## src/rtl/row_hamming_enc.sv

```systemverilog
// Two-stage elastic encoder: binary row address -> Gray code -> Hamming(12,8)
// codeword laid out for the emulator's row-address decoder, with optional single-bit flip.
module row_hamming_enc (
  input  logic        clk,
  input  logic        rst_n,
  input  logic        in_valid,
  output logic        in_ready,
  input  logic [7:0]  in_addr,
  input  logic        err_en,
  input  logic [3:0]  err_pos,
  output logic        out_valid,
  input  logic        out_ready,
  output logic [11:0] out_code,
  output logic [15:0] word_cnt
);

  logic        r_s1_valid;
  logic [7:0]  r_s1_gray;
  logic [11:0] r_s1_flip;
  logic        r_s2_valid;
  logic [11:0] r_s2_code;
  logic [15:0] r_word_cnt;

  logic        w_s1_load;
  logic        w_s2_load;
  logic        w_out_hs;
  logic        w_in_ready;
  logic [7:0]  w_gray;
  logic [11:0] w_flip;

  function automatic logic [11:0] hamming_encode(input logic [7:0] g);
    logic [11:0] c;
    c      = 12'h000;
    c[2]   = g[0];
    c[4]   = g[1];
    c[5]   = g[2];
    c[11]  = g[3];
    c[8]   = g[4];
    c[9]   = g[5];
    c[10]  = g[6];
    c[6]   = g[7];
    c[0]   = c[2] ^ c[4] ^ c[6] ^ c[8] ^ c[10];
    c[1]   = c[2] ^ c[5] ^ c[6] ^ c[9] ^ c[10];
    c[3]   = c[4] ^ c[5] ^ c[6] ^ c[11];
    c[7]   = c[8] ^ c[9] ^ c[10] ^ c[11];
    return c;
  endfunction

  // Positions 12..15 are not codeword bits, so they yield an all-zero mask.
  function automatic logic [11:0] flip_mask(input logic en, input logic [3:0] pos);
    logic [11:0] m;
    m = 12'h000;
    if (en && (pos < 4'd12)) begin
      m = 12'h001 << pos;
    end else begin
      m = 12'h000;
    end
    return m;
  endfunction

  // Handshake and stage-advance decisions for the elastic pipeline.
  always_comb begin
    w_in_ready = 1'b1;
    w_s1_load  = 1'b0;
    w_s2_load  = 1'b0;
    w_out_hs   = 1'b0;
    w_gray     = 8'h00;
    w_flip     = 12'h000;
    w_in_ready = !r_s1_valid || !r_s2_valid || out_ready;
    w_s1_load  = in_valid && w_in_ready;
    w_s2_load  = r_s1_valid && (!r_s2_valid || out_ready);
    w_out_hs   = r_s2_valid && out_ready;
    w_gray     = in_addr ^ (in_addr >> 1);
    w_flip     = flip_mask(err_en, err_pos);
  end

  // Pipeline registers and handshake counter.
  always_ff @(posedge clk or negedge rst_n) begin
    if (!rst_n) begin
      r_s1_valid <= 1'b0;
      r_s1_gray  <= 8'h00;
      r_s1_flip  <= 12'h000;
      r_s2_valid <= 1'b0;
      r_s2_code  <= 12'h000;
      r_word_cnt <= 16'h0000;
    end else begin
      if (w_s1_load) begin
        r_s1_valid <= 1'b1;
        r_s1_gray  <= w_gray;
        r_s1_flip  <= w_flip;
      end else if (w_s2_load) begin
        r_s1_valid <= 1'b0;
      end else begin
        r_s1_valid <= r_s1_valid;
      end

      // The flip is applied after parity so the decoder sees a genuine single-bit error.
      if (w_s2_load) begin
        r_s2_valid <= 1'b1;
        r_s2_code  <= hamming_encode(r_s1_gray) ^ r_s1_flip;
      end else if (out_ready) begin
        r_s2_valid <= 1'b0;
      end else begin
        r_s2_valid <= r_s2_valid;
      end

      if (w_out_hs) begin
        r_word_cnt <= r_word_cnt + 16'd1;
      end else begin
        r_word_cnt <= r_word_cnt;
      end
    end
  end

  assign in_ready  = w_in_ready;
  assign out_valid = r_s2_valid;
  assign out_code  = r_s2_code;
  assign word_cnt  = r_word_cnt;

endmodule

```

## config.mk

```make
export PLATFORM = sky130hd
export DESIGN_NAME = row_hamming_enc
export DESIGN_NICKNAME = d
export VERILOG_FILES = /design/src/rtl/row_hamming_enc.sv
export SDC_FILE = /design/constraint.sdc
export NUM_CORES = 1
export LEC_CHECK = 0
export CAP_MARGIN = 20
export CORE_MARGIN = 1
export CORE_UTILIZATION = 40
export CTS_CLUSTER_DIAMETER = 100
export DETAILED_ROUTE_END_ITERATION = 16
export GPL_TIMING_DRIVEN = 0
export PLACE_DENSITY_LB_ADDON = 0.3
export SLEW_MARGIN = 0
export SYNTH_ARGS = -nofsm -noshare
export SYNTH_HDL_FRONTEND = slang
export SYNTH_SLANG_ARGS = --single-unit
```

## constraint.sdc

```tcl
create_clock -name clk -period 1.85 [get_ports clk]
set_clock_uncertainty 0.05 [all_clocks]
set_input_delay 0.2775 -clock clk [delete_from_list [all_inputs] [get_ports clk]]
set_output_delay 0.2775 -clock clk [all_outputs]
set_load 0.005 [all_outputs]
```

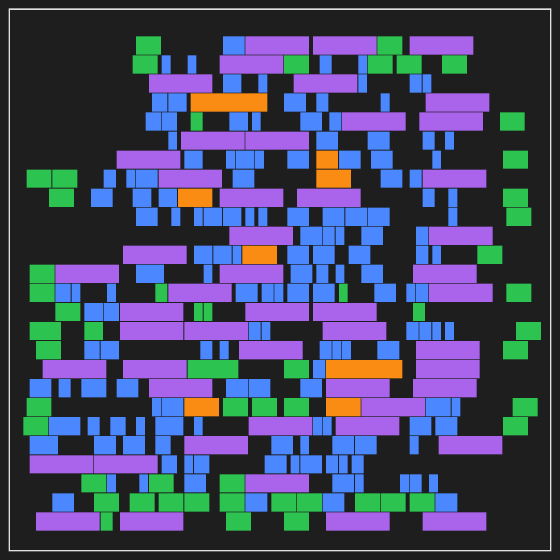
*Cell classes on the final placement*
Key: blue = all other logic [cells 155]; purple = flops [cells 50]; green = other buffers and delay cells [cells 55]; orange = clock drivers and dummy loads [cells 8]
sequential share of cell area: 0.420
Core Rows: 26
core footprint: 5270 um^2
finished layout cell area: 2980 um^2
Util after Layout: 0.565

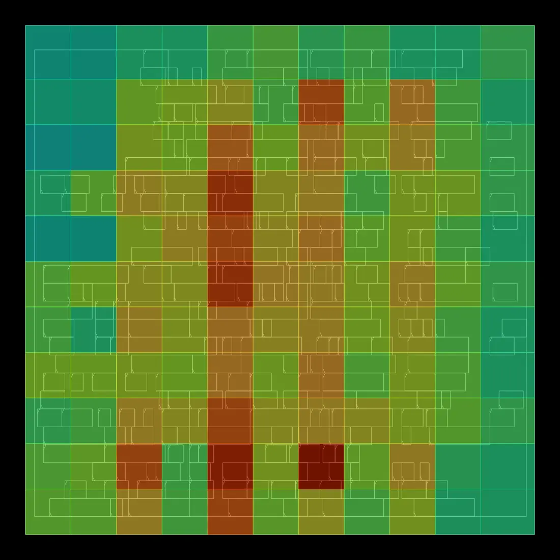
*Track usage over the die*
All-Layer GR Usage: 0.164
busiest grt layer: met2
global routing met3 resource utilization: 0.0369
met1 track demand over resource: 0.210

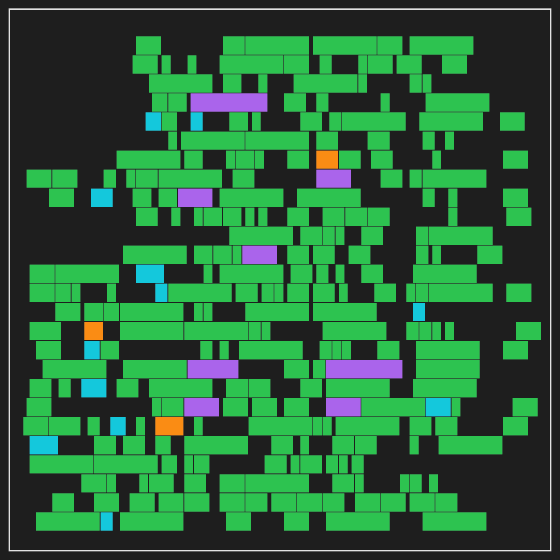
*Drive-strength map*
Key: purple = drive 6 and up [cells 8, share 3.0%]; green = drive 1 or less [cells 245, share 91%]; orange = drive 3 to 4 [cells 3, share 1.1%]; cyan = drive 2 [cells 12, share 4.5%]

==> commit_impl_results.txt <==
Log flow metrics for this revision

- Clock tree root buffer cell: sky130_fd_sc_hd__clkbuf_8
- TritonCTS clock tree: yes
* Final number of hold-violating endpoints: 0
- Max Slew Vio Count: 0
- Proportion of synthesized chip area in sequential cells: 0.554
* Slew at the pin closest to its max-slew limit: 0.429 ns
- Of the total synthesized cell area, the portion taken by XOR and XNOR cells is 0.178.
- Once detail routing completed, the nets flagged for antenna violations numbered 0.
* Final critical-path setup slack: 0.126 ns
- The H-tree generated during clock tree synthesis spans 2 levels.
- During synthesis, Yosys emitted a total of 0 warnings.
- Power per cell area: 1070 nW/um^2
* Largest net degree at the start of global routing: 36
* Logic pwr share: 0.261
* Floorplan die width: 77.1 um
* Drt via density: 4.79
* Sw frac: 0.266
- TritonCTS Buffers: 5
- Die area: 5950 um^2
- M2 GR Usage: 0.265
- Largest family of logic cells by area: XOR/XNOR gates
- In this design, the largest share of critical-path delay is due to buffers and inverters.
- DRC Markers: 0
* Crit Reg-Reg Startpoint: word_cnt[0]$_DFFE_PN0P_
* Chip Height: 77.1 um
* Top logic cell by instance count in the layout: sky130_fd_sc_hd__dfrtp_1
- When the netlist entered floorplanning its net count stood at 229.
- Looking at the worst setup and hold paths, the clock pins of their registers show a slew of 0.10 ns.
* ANT cells: 0
- Pre-CTS setup slack: -0.106 ns
- In this run the count of I/O pins placed on the die edge is 47.
* Setup repair after global routing missed its margin: no
- Summed over all cells, the static leakage comes to 1.26 nW.
- The first global-routing pass estimated 7.52 mm of wire.
- Per the run summary, max-cap violations total 0.
* Crit path DAT: 1.40 ns
* Capturing element type of the critical path: output port
- The critical path goes through nand3b_1, clkdlybuf4s50_1.
- The net count of the finished layout is 285.
* Run status: finished clean
- After synthesis, the share of cell area in mux cells is 0.00997.
- Total overflow reported by the global router: 0
- The worst-case max-slew headroom was logged as 0.714.
* Shortest period the worst path allows: 1.72 ns
[final cells by class]
cell class              count  area, um^2  share of cell area
plain buffers               6        26.3             0.00882
clock buffers               5        68.8              0.0231
clock inverters             3        68.8              0.0231
inverters                   4        15.0             0.00504
multi-input cells         151         966               0.324
flip-flops and latches     50        1250               0.420
well taps                  70        87.6              0.0294
repair buffers             49         495               0.166
[sequential cells by signal (all words and copies together) (netlist names)]
name        cells
out_valid       1
out_code       12
word_cnt       16
r_s1_gray       8
r_s1_flip      12
r_s1_valid      1
[tightest hold or removal path, delay by kind of cell]
| family | cells | cell delay, ns |
|---|---|---|
| AND/OR/NAND/NOR | 1 | 0.11 |
| XOR/XNOR | 1 | 0.06 |
| buffers and inverters | 1 | 0.17 |
[power groups by stage]
stage	Clock, W	Sequential (W)	Combinational [W]
after floorplan	0	0.00147	0.000389
after global placement	0	0.00148	0.000820
after detailed placement	0	0.00148	0.000842
after CTS	0.000927	0.00146	0.000850
after global routing	0.000960	0.00150	0.000921
final	0.000908	0.00146	0.000834
[synthesized netlist by cell type, drive strengths merged]
cell type,count,share of area
dfrtp,50,0.55
nand2,41,0.069
xnor2,36,0.14
o21ai,19,0.042
o31ai,10,0.033
xor2,10,0.039
nor2,7,0.012
nand3,5,0.011
inv,4,0.0066
nand2b,4,0.011
buf,3,0.0066
clkbuf,3,0.0050
and4,2,0.0083
mux2,2,0.010
nand3b,2,0.0066
nand4,2,0.0055
nor3,2,0.0066
o41ai,2,0.0078
or2,2,0.0055
and3,1,0.0028
ha,1,0.0055
or2b,1,0.0033
or3b,1,0.0039
or4,1,0.0050
[metal layers]
| layer | wire, um | up-vias |
|---|---|---|
| met4 | 74 | 0 |
| met5 | 0 | - |
| met3 | 145 | 6 |
| li1 | - | 813 |
| met2 | 2170 | 31 |
| met1 | 1990 | 768 |
[kinds of logic after synthesis]
kind of cell             after synthesis
adder cells (fa/ha/maj)                1
AND/OR/NAND/NOR                       71
XOR/XNOR                              46
buffers and inverters                 10
AND-OR/OR-AND                         31
multiplexers                           2
flip-flops                            50
[what timing repair did]
action / CTS / global route
hold endpoints to repair: 15 / 0
resized: 0 / 1
hold buffers: 1 / 0
setup endpoints to repair: 0 / 1
buffers inserted: 0 / 1
[stage by stage]
stage | hold WS [ns] | cells | TNS [ns]
after floorplan | -0.0681 | 211 | 0
after global placement | 0.406 | 327 | -50.01
after detailed placement | 0.174 | 328 | -1.08
after CTS | 0.366 | 337 | 0
after global routing | 0.303 | 338 | 0
final | 0.289 | 338 | 0
[how the worst min path moves through the flow]
stage / startpoint / end / slack (ns) / depth (start not counted)
final: out_ready / word_cnt[2]$_DFFE_PN0P_ / 0.29 / 3
after global routing: out_ready / word_cnt[2]$_DFFE_PN0P_ / 0.30 / 3
after CTS: rst_n / word_cnt[0]$_DFFE_PN0P_ / 0.37 / 2
after detailed placement: rst_n / word_cnt[0]$_DFFE_PN0P_ / 0.17 / 1
after global placement: word_cnt[15]$_DFFE_PN0P_ / word_cnt[15]$_DFFE_PN0P_ / 0.41 / 1
after floorplan: rst_n / out_code[0]$_DFFE_PN0P_ / -0.07 / 0
No activity file was given, so power comes from the tool's default toggle rates.
